### Cell sizes after repair, run 1

Drawn at 4 px/µm.
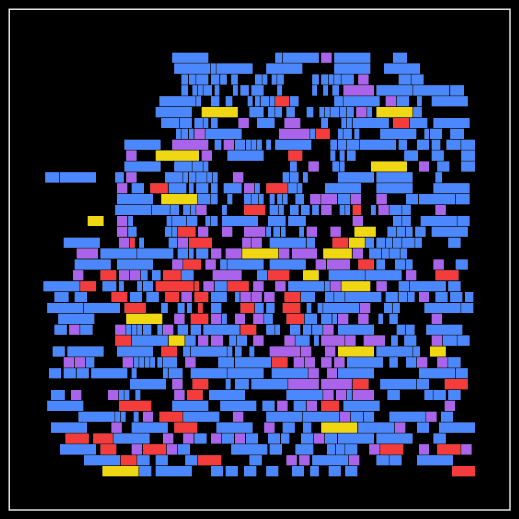
### Gate families picked out, run 1

Drawn at 4 px/µm.
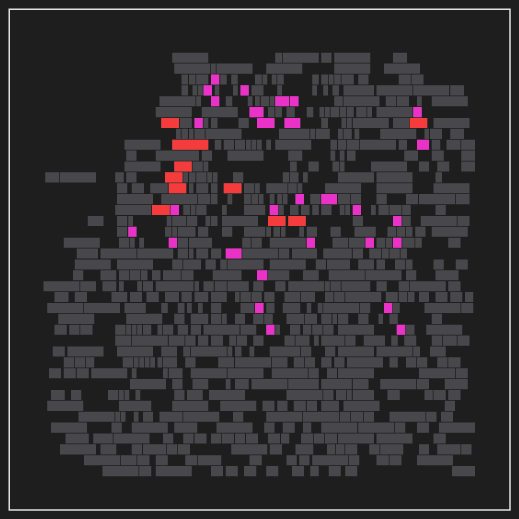
### Cell placement, run 1

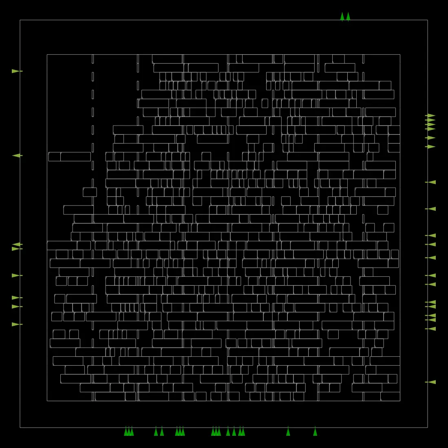
===== src/rtl/reg_dump_tx.sv =====
// reg_dump_tx: observes the register-file result (r2) and counter (r3) words
// and sends them to a host as a 5-byte UART 8N1 frame:
//   SYNC_BYTE, result[15:8], result[7:0], counter[15:8], counter[7:0].
// A frame is sent when trig pulses, or when either word changes and auto_en
// is set. Requests that arrive mid-frame collapse into one pending frame.
// That frame snapshots the values current at its own start.
module reg_dump_tx #(
    parameter int unsigned CLKS_PER_BIT = 868,
    parameter logic [7:0]  SYNC_BYTE    = 8'hA5
) (
    input  logic        clk,
    input  logic        rst,
    input  logic [15:0] result,
    input  logic [15:0] counter,
    input  logic        auto_en,
    input  logic        trig,
    output logic        txd,
    output logic        busy,
    output logic [7:0]  frame_cnt
);

    localparam logic [15:0] BIT_LAST  = 16'(CLKS_PER_BIT - 1);
    localparam logic [2:0]  LAST_BYTE = 3'd4;
    localparam logic [2:0]  LAST_BIT  = 3'd7;

    typedef enum logic [1:0] {
        IDLE,
        START,
        DATA,
        STOP
    } state_t;

    state_t      state, state_next;
    logic [15:0] timer, timer_next;
    logic [2:0]  bit_idx, bit_next;
    logic [2:0]  byte_idx, byte_next;
    logic [15:0] shadow_r, shadow_r_next;
    logic [15:0] shadow_c, shadow_c_next;
    logic        pending, pending_next;
    logic [7:0]  cnt_next;
    logic        txd_next;
    logic        busy_next;
    logic [15:0] prev_r, prev_c;
    logic        chg;
    logic        req;
    logic        bit_done;
    logic [7:0]  tx_byte;

    // Byte index 0..4 selects the frame byte from the sync constant and shadows.
    function automatic logic [7:0] byte_sel(input logic [2:0]  idx,
                                            input logic [15:0] sr,
                                            input logic [15:0] sc);
        logic [7:0] b;
        case (idx)
            3'd1:    b = sr[15:8];
            3'd2:    b = sr[7:0];
            3'd3:    b = sc[15:8];
            3'd4:    b = sc[7:0];
            default: b = SYNC_BYTE;
        endcase
        return b;
    endfunction

    // Previous-value registers track the inputs every cycle, even when
    // auto_en is low, so re-enabling never replays a stale change.
    always_ff @(posedge clk or negedge rst) begin
        if (!rst) begin
            prev_r <= '0;
            prev_c <= '0;
        end else begin
            prev_r <= result;
            prev_c <= counter;
        end
    end

    // Change detection and request qualification.
    always_comb begin
        chg = (result != prev_r) || (counter != prev_c);
        req = trig || (auto_en && chg);
    end

    // State, datapath and registered line outputs.
    always_ff @(posedge clk or negedge rst) begin
        if (!rst) begin
            state     <= IDLE;
            timer     <= '0;
            bit_idx   <= '0;
            byte_idx  <= '0;
            shadow_r  <= '0;
            shadow_c  <= '0;
            pending   <= 1'b0;
            frame_cnt <= '0;
            txd       <= 1'b1;
            busy      <= 1'b0;
        end else begin
            state     <= state_next;
            timer     <= timer_next;
            bit_idx   <= bit_next;
            byte_idx  <= byte_next;
            shadow_r  <= shadow_r_next;
            shadow_c  <= shadow_c_next;
            pending   <= pending_next;
            frame_cnt <= cnt_next;
            txd       <= txd_next;
            busy      <= busy_next;
        end
    end

    // Next-state logic. txd and busy are derived from the next state so
    // they are registered and change on the same edge as the state.
    always_comb begin
        state_next    = state;
        timer_next    = timer;
        bit_next      = bit_idx;
        byte_next     = byte_idx;
        shadow_r_next = shadow_r;
        shadow_c_next = shadow_c;
        pending_next  = pending;
        cnt_next      = frame_cnt;
        txd_next      = 1'b1;
        busy_next     = 1'b0;
        tx_byte       = '0;
        bit_done      = (timer == BIT_LAST);

        if (state != IDLE) begin
            pending_next = pending || req;
        end

        case (state)
            IDLE: begin
                if (req || pending) begin
                    shadow_r_next = result;
                    shadow_c_next = counter;
                    state_next    = START;
                    byte_next     = '0;
                    bit_next      = '0;
                    timer_next    = '0;
                    pending_next  = 1'b0;
                end
            end
            START: begin
                if (bit_done) begin
                    timer_next = '0;
                    bit_next   = '0;
                    state_next = DATA;
                end else begin
                    timer_next = timer + 16'd1;
                end
            end
            DATA: begin
                if (bit_done) begin
                    timer_next = '0;
                    if (bit_idx == LAST_BIT) begin
                        state_next = STOP;
                    end else begin
                        bit_next = bit_idx + 3'd1;
                    end
                end else begin
                    timer_next = timer + 16'd1;
                end
            end
            STOP: begin
                if (bit_done) begin
                    timer_next = '0;
                    if (byte_idx == LAST_BYTE) begin
                        state_next = IDLE;
                        cnt_next   = frame_cnt + 8'd1;
                    end else begin
                        byte_next  = byte_idx + 3'd1;
                        state_next = START;
                    end
                end else begin
                    timer_next = timer + 16'd1;
                end
            end
            default: begin
                state_next = IDLE;
            end
        endcase

        tx_byte = byte_sel(byte_next, shadow_r_next, shadow_c_next);
        case (state_next)
            START:   txd_next = 1'b0;
            DATA:    txd_next = tx_byte[bit_next];
            default: txd_next = 1'b1;
        endcase
        busy_next = (state_next != IDLE);
    end

endmodule


===== config.mk =====
export PLATFORM = sky130hd
export DESIGN_NAME = reg_dump_tx
export DESIGN_NICKNAME = d
export VERILOG_FILES = /design/src/rtl/reg_dump_tx.sv
export SDC_FILE = /design/constraint.sdc
export NUM_CORES = 1
export LEC_CHECK = 0
export CORE_MARGIN = 8
export CORE_UTILIZATION = 43
export CTS_CLUSTER_DIAMETER = 30
export DETAILED_ROUTE_END_ITERATION = 16
export SETUP_SLACK_MARGIN = 0.3
export SYNTH_ARGS = -nofsm -noshare
export SYNTH_HDL_FRONTEND = slang
export SYNTH_SLANG_ARGS = --single-unit

===== constraint.sdc =====
create_clock -name clk -period 3.2 [get_ports clk]
set_clock_uncertainty 0.15 [all_clocks]
set_input_delay 0.48 -clock clk [delete_from_list [all_inputs] [get_ports clk]]
set_output_delay 0.48 -clock clk [all_outputs]
set_load 0.02 [all_outputs]

==> results.rst, run 1 <==
Metrics
=======

.. list-table::
   :header-rows: 1

   * - Metric
     - Value
   * - Status
     - complete, no violations
   * - Layer carrying the most global-route usage
     - met2
   * - Post-route minimum period
     - 3130 ps
   * - Primary flip-flop cell chosen by synthesis mapping
     - dfrtp_1
   * - Final GP Congestion
     - 0.881
   * - Dominant cell by count in the synthesized netlist
     - dfrtp_1
   * - Number of warnings the tools reported
     - 33
   * - Maximum fanout along the worst path
     - 5
   * - Detailed placement HPWL
     - 9.98 mm
   * - Synthesized flop and latch total
     - 99
   * - Post-synth EDFFs
     - 0
   * - Proportion of netlist area held by the largest area contributor
     - 48.2%
   * - Part of the Yosys area used for sequential elements
     - 48.7%
   * - Sink count of the clock tree
     - 99
   * - Combinational Area
     - 2680 µm²
   * - Die W
     - 125 µm
   * - Vertical extent of the die
     - 125 µm
   * - First-pass GRT wire length
     - 23.1 mm
   * - Worst path max stage delay
     - 450 ps
   * - Post-synthesis to final-layout area growth
     - 38.5%
   * - Kind of cell adding the most delay to the critical path
     - AND-OR/OR-AND gates
   * - FFs w/ async S/R, synth
     - 100%
   * - Number of DRC violations after detailed routing
     - 0
   * - First-pass iteration count of the detailed router
     - 5
   * - Endpoint kind of the worst setup timing path
     - register
   * - Power density cells
     - 362 nW/µm²
   * - Total congestion overflow after global routing
     - 0
   * - Number of maximum-capacitance constraint violations
     - 0
   * - Share of final-layout standard cells stronger than drive strength 1
     - 31.5%
   * - Number of buffers inserted during clock tree synthesis
     - 9
   * - Yosys cell count
     - 481
   * - Kind of start point of the critical path
     - register
   * - Number of failing setup endpoints in the final timing report
     - 0
   * - Synth cell count leaders
     - dfrtp_1, nand2_1, xnor2_1, o21ai_0, nor2_1
   * - Number of global-route vias before repair
     - 4374
   * - Placed cell count
     - 757
   * - Ratio of routed vias to standard cells
     - 5.54
   * - Area of the placeable core
     - 11500 µm²
   * - Most used cells in the layout excluding fill and tap cells
     - buf_4, dfrtp_1, nand2_1
   * - Sum of routed wire length over all layers
     - 14.2 mm
   * - Max-Slew Margin vs Limit
     - 36.9%
   * - Part of the cycle the worst path needs
     - 97.9%
   * - Worst Slack Setup Final
     - 67.2 ps
   * - Post-Syn Area
     - 5090 µm²
   * - Non-Filler Cell Area, Final
     - 7050 µm²
   * - Final Max Tran Viols
     - 0
-- 'Cell sizes after repair' (at the start) --
legend:
  drive 3 to 4:
    color: purple
    cells: 132
    share: 20%
  drive 2:
    color: red
    cells: 53
    share: 8.2%
  drive 1 or less:
    color: blue
    cells: 441
    share: 68%
  drive 6 and up:
    color: yellow
    cells: 18
    share: 2.8%

-- 'Gate families picked out' (at the start) --
legend:
  adder and majority cells:
    color: red
    cells: 10
    most_used: ha_1
  AND and OR gates:
    color: magenta
    cells: 29
    most_used: and3_1
proportion of cell area occupied by multi-input gates: 37.9%
non-filler instance count after layout: 787
commonest non-fill, non-tap cell in the layout: buf_4

-- 'Cell placement' (at the start) --
Filler Cells Inserted: 940
number of cell rows: 39

run 1: cell families after synthesis:
group	share of synthesized area, %
flops	48.7
compound gates	14.0
xor+xnor	7.40
mux	6.05
buf+inv	3.17
fa+ha+maj	2.46
simple gates	18.2
run 1: where the power goes:
part | internal (W) | switching, W
sequential | 0.00127 | 0.0000117
clock | 0.000604 | 0.000466
combinational | 0.000102 | 0.0000976
total | 0.00198 | 0.000575
run 1: final timing paths:
path	depth (start not counted)	startpoint	endpoint	slack, ps
worst max-delay path	14	state[0]	txd	70
worst min-delay path	1	rst	prev_c[10]	110
worst max register to register	14	state[0]	txd	70
worst min register to register	2	shadow_r[12]	shadow_r[12]	320
max in group asynchronous	2	rst	timer[15]	1980
min in group clk	2	counter[9]	prev_c[9]	300
run 1: layout make-up:
| cell class | instances | share of cell area, % |
|---|---|---|
| multi-input combinational | 346 | 37.9 |
| inverter | 20 | 1.17 |
| clock buffer | 13 | 3.41 |
| timing repair buffer | 164 | 19.3 |
| sequential | 99 | 35.1 |
| clock inverter | 2 | 0.532 |
| tap | 143 | 2.54 |
run 1: state kept, by name, summed over array words and instances, names as in the netlist:
signal / flops
byte_idx: 3
shadow_c: 16
prev_r: 16
timer: 16
pending: 1
state: 2
prev_c: 16
frame_cnt: 8
shadow_r: 16
busy: 1
bit_idx: 3
txd: 1
run 1: stage by stage:
stage	setup TNS, ps	hold slack [ps]	utilization (%)	total power (W)
after floorplan	0	34.4	-	0.00135
after global placement	-498	305	56.1	0.00149
after detailed placement	-574	310	56.1	0.00150
after CTS	0	147	61.1	0.00258
after global routing	-46.8	203	61.5	0.00265
final	0	110	61.5	0.00255
run 1: repair_timing:
action                     in CTS  in global routing
pin swaps                      38                 15
setup endpoints to repair       1                  2
hold buffers                    0                  0
buffers inserted               13                  2
gates resized                  73                  8
### Wires at chosen ports, followed through buffers, run 1

Drawn at 2 px/µm.
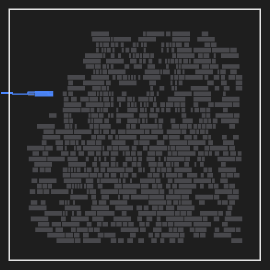

==> run 2, diff against run 1 <==
Settings changed: DONT_BUFFER_PORTS from default to 1.
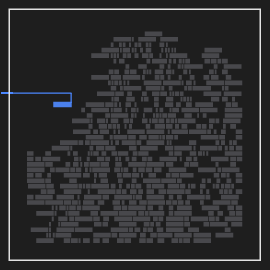
*Wires at chosen ports, followed through buffers, run 2*
Drawn at 2 px/µm.
legend:
  busy:
    color: blue
    bits: 1
    direction: output
    end_cells: 1
    buffers: 0
    wire: 35.1 µm

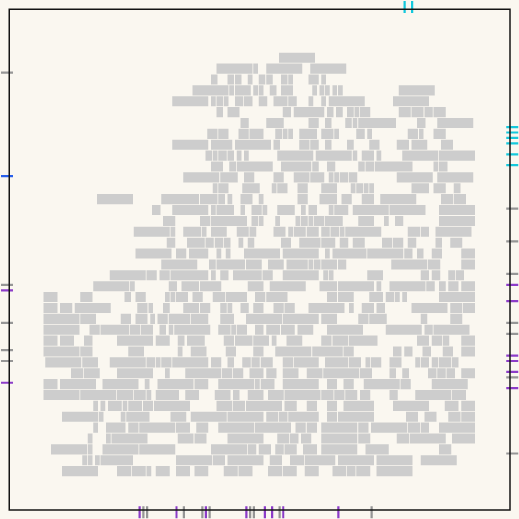
*Pin map, run 2*
Drawn at 4 px/µm. Pins as bars across the die edge, other pins in gray.
legend:
  frame_cnt:
    color: cyan
    pins: 8
    direction: output
    edge: 6 right, 2 top
  counter:
    color: purple
    pins: 16
    direction: input
    edge: 8 bottom, 6 right, 2 left
  busy:
    color: blue
    pins: 1
    direction: output
    edge: left
all pins by edge: 19 right, 17 bottom, 8 left, 2 top
Die W: 125 µm
vertical extent of the die: 125 µm
count of input and output buffers: 0

==> run 2 against run 1 <==
Largest cell class unchanged. Critical path type unchanged. Utilization shrank 5.0 points. Global-route usage shrank 0.59 points. Register-to-register slack gained 40 ps. The run now ends with hold timing left. Setup slack gained 36 ps.
==> results.rst, run 2 <==
Metrics
=======

.. list-table::
   :header-rows: 1

   * - Metric
     - Value
   * - Final Max Tran Viols
     - 0 (unchanged)
   * - Slack of the worst reg-to-reg path
     - 100 ps (was 70 ps)
   * - Synthesized flop and latch total
     - 99 (unchanged)
   * - Share of final-layout standard cells stronger than drive strength 1
     - 26.2% (was 31.5%)
   * - Endpoint kind of the worst setup timing path
     - register (unchanged)
   * - Max-Slew Margin vs Limit
     - 46.3% (was 36.9%)
   * - Status
     - complete, but fails checks (was complete, no violations)
   * - Area of the placeable core
     - 11500 µm² (unchanged)
   * - Yosys cell count
     - 481 (unchanged)
   * - Post-Syn Area
     - 5090 µm² (unchanged)
   * - Number of cell rows
     - 39 (unchanged)
   * - Logic depth of the worst register-to-register path
     - 11 (was 14)
   * - Part of the Yosys area used for sequential elements
     - 48.7% (unchanged)
   * - Worst slack on hold paths
     - -334 ps (was 110 ps)
   * - First-pass iteration count of the detailed router
     - 4 (was 5)
   * - Post-CTS Setup Repair Bufs
     - 19 (was 13)
   * - Number of DRC violations after detailed routing
     - 0 (unchanged)
   * - Hold Vio Cnt, Final
     - 99 (was 0)
   * - Final design utilization
     - 56.5% (was 61.5%)
   * - Synth cell count leaders
     - dfrtp_1, nand2_1, xnor2_1, o21ai_0, nor2_1 (unchanged)
   * - CTS resizes
     - 36 (was 73)
   * - FFs w/ async S/R, synth
     - 100% (unchanged)
   * - Setup_tns
     - 0 ps (unchanged)
   * - Post-synth EDFFs
     - 0 (unchanged)
   * - Beginning of the worst register-to-register path
     - prev_c[2] (was state[0])
   * - Number of global-route vias before repair
     - 4101 (was 4374)
   * - Sink count of the clock tree
     - 99 (unchanged)
   * - Failing checks
     - hold timing
   * - Hold-fix buffers at CTS
     - 32 (was 0)
   * - Part of the cycle the worst path needs
     - 96.8% (was 97.9%)
   * - Total congestion overflow after global routing
     - 0 (unchanged)
   * - Combinational Area
     - 2650 µm² (was 2680 µm²)
   * - Number of maximum-capacitance constraint violations
     - 0 (unchanged)
   * - Proportion of netlist area held by the largest area contributor
     - 48.2% (unchanged)
   * - Ratio of routed vias to standard cells
     - 5.73 (was 5.54)
   * - Primary flip-flop cell chosen by synthesis mapping
     - dfrtp_1 (unchanged)
[run 2: layer usage]
layer  GRT usage (%)  share of wire, %  vias to the layer above
li1                -                 -                     1916
met1            24.7                48                     2043
met2            26.3                45                       96
met3            4.17               5.8                       18
met4            5.67               1.3                        0
met5               0                 0                        -
[run 2: area by class of cell]
type,instances,share of cell area [%]
clock buffer,10,3.69
tap,143,2.76
inverter,20,1.35
clock inverter,6,0.850
timing repair buffer,87,12.1
sequential,99,38.3
multi-input combinational,346,41.0
[run 2: path summary, 6_finish.rpt]
kind / to
max: txd
min: shadow_r[10]
max reg2reg: txd
min reg2reg: shadow_c[14]
max in group asynchronous: txd
min in group clk: shadow_c[12]
[run 2: kinds of logic (layout without fill, tap and decap cells)]
group / after synthesis / in the layout / share of synthesized area [%]
AOI/OAI and AO/OA: 98 / 98 / 14.0
xor gates and xnor gates: 43 / 43 / 7.40
adders and majority gates: 10 / 10 / 2.46
buffers and inverters: 36 / 123 / 3.17
DFF: 99 / 99 / 48.7
muxes: 27 / 27 / 6.05
and+or+nand+nor: 168 / 168 / 18.2
[run 2: report_power, final]
group	switching, W	total, W	internal (W)	leakage (nW)
registers	0.0000108	0.00128	0.00127	1.22
clock network	0.000520	0.00108	0.000564	0.139
logic	0.0000425	0.000111	0.0000681	1.56
[run 2: worst max-delay path, stage by stage, from the launching register on]
cell	delay, ps
dfrtp_1	370
xnor2_1	170
nand4_1	270
buf_4	240
nor4_4	310
a211oi_2	110
a311o_1	320
or4_4	450
a211oi_4	310
a211oi_2	70
o211ai_2	140
nand4_1	80
[run 2: through the flow]
step           total power, W  setup slack (ps)  std cells
3_3_place_gp          0.00137             -86.5        642
2_1_floorplan         0.00135               302        481
5_1_grt               0.00256              1.05        711
4_1_cts               0.00249               185        709
6_report              0.00248               103        711
3_5_place_dp          0.00137             -79.4        642
### Gate families picked out, run 2

Drawn at 4 px/µm.
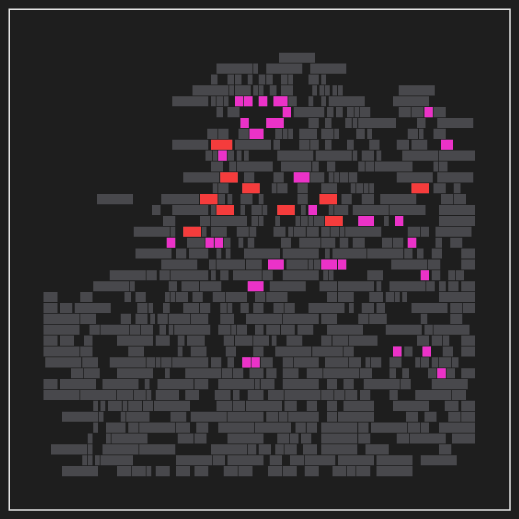

==> run 3, diff against run 2 <==
Settings changed: CORE_UTILIZATION 43 to 55, PLACE_DENSITY from default to 0.73, SLEW_MARGIN from default to 20.
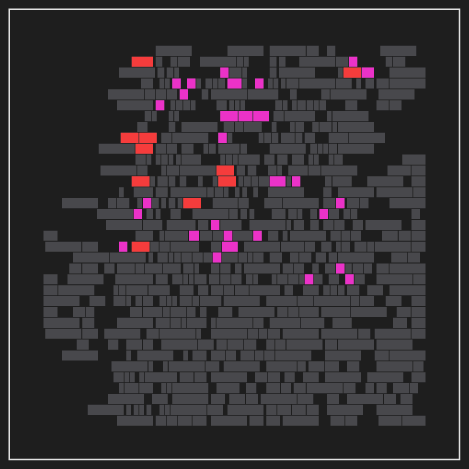
*Gate families picked out, run 3*
Drawn at 4 px/µm.
legend:
  AND and OR gates:
    color: magenta
    cells: 29
    most_used: and3_1
  adder and majority cells:
    color: red
    cells: 10
    most_used: ha_1

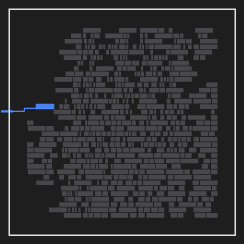
*Wires at chosen ports, followed through buffers, run 3*
Drawn at 2 px/µm.
legend:
  busy:
    color: blue
    bits: 1
    direction: output
    end_cells: 1
    buffers: 0
    wire: 22.9 µm
num ports: 46

==> run 3 against run 2 <==
The flow still finishes with violations (hold timing). Via count is 3.7% higher. Final cell count is 4.2% lower. Clock power is 32% lower. First-iteration DRC count is 59% higher. Die size is 19% lower. Sequential power hardly changed. Count of clock-buffer cells in the layout is 1 higher. Hold slack worse by 16 ps. Critical path depth stayed put. Area after synthesis stayed put. Utilization is 12 points higher. Largest cell class unchanged. Highest routed layer unchanged.
==> results.rst, run 3 <==
Metrics
=======

.. list-table::
   :header-rows: 1

   * - Metric
     - Value
   * - First-pass iteration count of the detailed router
     - 5 (was 4)
   * - Share of final-layout standard cells stronger than drive strength 1
     - 24.2% (was 26.2%)
   * - Dominant power group
     - registers (unchanged)
   * - Number of DRC violations after detailed routing
     - 0 (unchanged)
   * - Number of buffers and inverters on the critical path
     - 1 (unchanged)
   * - Part of the Yosys area used for sequential elements
     - 48.7% (unchanged)
   * - Failing checks
     - hold timing (unchanged)
   * - Proportion of power drawn by combinational gates
     - 5.4% (was 4.5%)
   * - Commonest non-fill, non-tap cell in the layout
     - dfrtp_1 (unchanged)
   * - Proportion of total power due to net switching
     - 22.6% (was 23.1%)
   * - Sink count of the clock tree
     - 99 (unchanged)
   * - Sequential share of power
     - 60.1% (was 51.7%)
   * - Primary flip-flop cell chosen by synthesis mapping
     - dfrtp_1 (unchanged)
   * - Highest metal layer used by the detailed router
     - met4 (unchanged)
   * - Vertical extent of the die
     - 112 µm (was 125 µm)
   * - Detailed-route wire length on metal 1
     - 5.85 mm (was 6.60 mm)
   * - Met2 routed WL
     - 6.34 mm (was 6.17 mm)
   * - Most used cells in the layout excluding fill and tap cells
     - dfrtp_1, nand2_1, buf_4 (unchanged)
   * - Post-synth EDFFs
     - 0 (unchanged)
   * - Number of warnings the tools reported
     - 35 (unchanged)
   * - Post-route minimum period
     - 3120 ps (was 3100 ps)
   * - Number of failing setup endpoints in the final timing report
     - 0 (unchanged)
   * - Cell breakdown of the critical path
     - xnor2_1 -> nand4_1 -> buf_4 -> nor4_4 -> a211oi_2 -> a311o_1 -> or4_4 -> a211oi_4 -> a211oi_2 -> o211ai_2 -> nand4_1 (unchanged)
   * - Clock network fraction of total power
     - 34.5% (was 43.8%)
   * - Worst slack on hold paths
     - -350 ps (was -334 ps)
   * - Kind of start point of the critical path
     - register (unchanged)
   * - Proportion of netlist area held by the largest area contributor
     - 48.2% (unchanged)
   * - Detailed placement HPWL
     - 8.49 mm (was 9.27 mm)
   * - Final Max Tran Viols
     - 0 (unchanged)
   * - Ratio of routed vias to standard cells
     - 6.20 (was 5.73)
   * - Total congestion overflow after global routing
     - 0 (unchanged)
   * - Number of buffers inserted during clock tree synthesis
     - 9 (unchanged)
   * - Endpoint kind of the worst setup timing path
     - register (unchanged)
   * - Power drawn by the combinational cells
     - 0.000114 W (was 0.000111 W)
   * - Post-synthesis to final-layout area growth
     - 23.1% (was 27.2%)
   * - Part of the cycle the worst path needs
     - 97.4% (was 96.8%)
   * - Number of maximum-capacitance constraint violations
     - 0 (unchanged)
   * - Die W
     - 112 µm (was 125 µm)
   * - Status
     - complete, but fails checks (unchanged)
   * - Sum of internal, switching and leakage power
     - 0.00213 W (was 0.00248 W)
   * - Power density cells
     - 340 nW/µm² (was 382 nW/µm²)
   * - Hold-fix buffers at CTS
     - 32 (unchanged)
   * - Maximum fanout along the worst path
     - 2 (unchanged)
   * - Setup_tns
     - 0 ps (unchanged)
   * - Non-Filler Cell Area, Final
     - 6270 µm² (was 6480 µm²)
   * - Internal Dissipation
     - 0.00165 W (was 0.00190 W)
   * - Yosys cell count
     - 481 (unchanged)
   * - Detailed route wirelength on metal3
     - 973 µm (was 794 µm)
   * - Synthesized flop and latch total
     - 99 (unchanged)
   * - Power drawn by the sequential cells
     - 0.00128 W (about the same)
   * - Sum of routed wire length over all layers
     - 13.4 mm (was 13.7 mm)
   * - Max-Slew Margin vs Limit
     - 48.6% (was 46.3%)
   * - Number of cell rows
     - 35 (was 39)
   * - Hold Vio Cnt, Final
     - 99 (unchanged)
   * - Number of global-route vias before repair
     - 4195 (was 4101)
   * - FFs w/ async S/R, synth
     - 100% (unchanged)
   * - Final GP Congestion
     - 0.919 (was 0.890)
-- run 3: netlist changes by cell type in the layout (fill, tap and decap cells not counted), sizes merged --
cell,previous run,this run
clkinv,2,3
clkbuf,10,11
buf,55,57
inv,22,20
-- run 3: routing by layer --
metal  up-vias  track usage, %
met5         -               0
met3        26            5.69
met2       175            34.0
li1       1920               -
met4         0            6.12
met1      2103            28.2
-- run 3: final cells by class --
cell class	instances	area [µm²]
timing repair buffer	89	781
sequential	99	2480
multi-input combinational	346	2610
clock buffer	11	141
inverter	20	82.6
clock inverter	5	37.5
fill	620	2840
tap	111	139
-- run 3: through the flow --
stage                     utilization [%]  instances
final                                68.8        681
after global placement               58.6        597
after global routing                 68.8        681
after detailed placement             58.6        597
after floorplan                         -        481
after CTS                            67.3        671
-- run 3: final timing paths --
check                             start            to  slack, ps  cells past startpoint
max in group asynchronous           rst           txd       3030                      0
hold / removal                      rst     prev_c[9]       -350                      0
setup / recovery              prev_c[2]           txd         80                     11
setup reg to reg              prev_c[2]           txd         80                     11
hold reg to reg            shadow_c[14]  shadow_c[14]        340                      2
min in group clk            counter[12]  shadow_c[12]         80                      2
-- run 3: cells by family (layout without fill, tap and decap cells) --
group / Yosys count / in the layout / share of synthesized area, %
and+or+nand+nor: 168 / 168 / 18.2
muxes: 27 / 27 / 6.05
adders and majority gates: 10 / 10 / 2.46
DFF: 99 / 99 / 48.7
xor gates and xnor gates: 43 / 43 / 7.40
AOI/OAI and AO/OA: 98 / 98 / 14.0
buffers and inverters: 36 / 125 / 3.17
-- run 3: timing repair --
action / 4_1_cts / 5_1_grt
setup endpoints to repair: 1 / 4
setup buffers: 26 / 10
pin swaps: 28 / 9
hold endpoints to repair: 131 / 99
resized: 21 / 12
Power figures rest on the tool's default switching activity, not on a simulated workload.
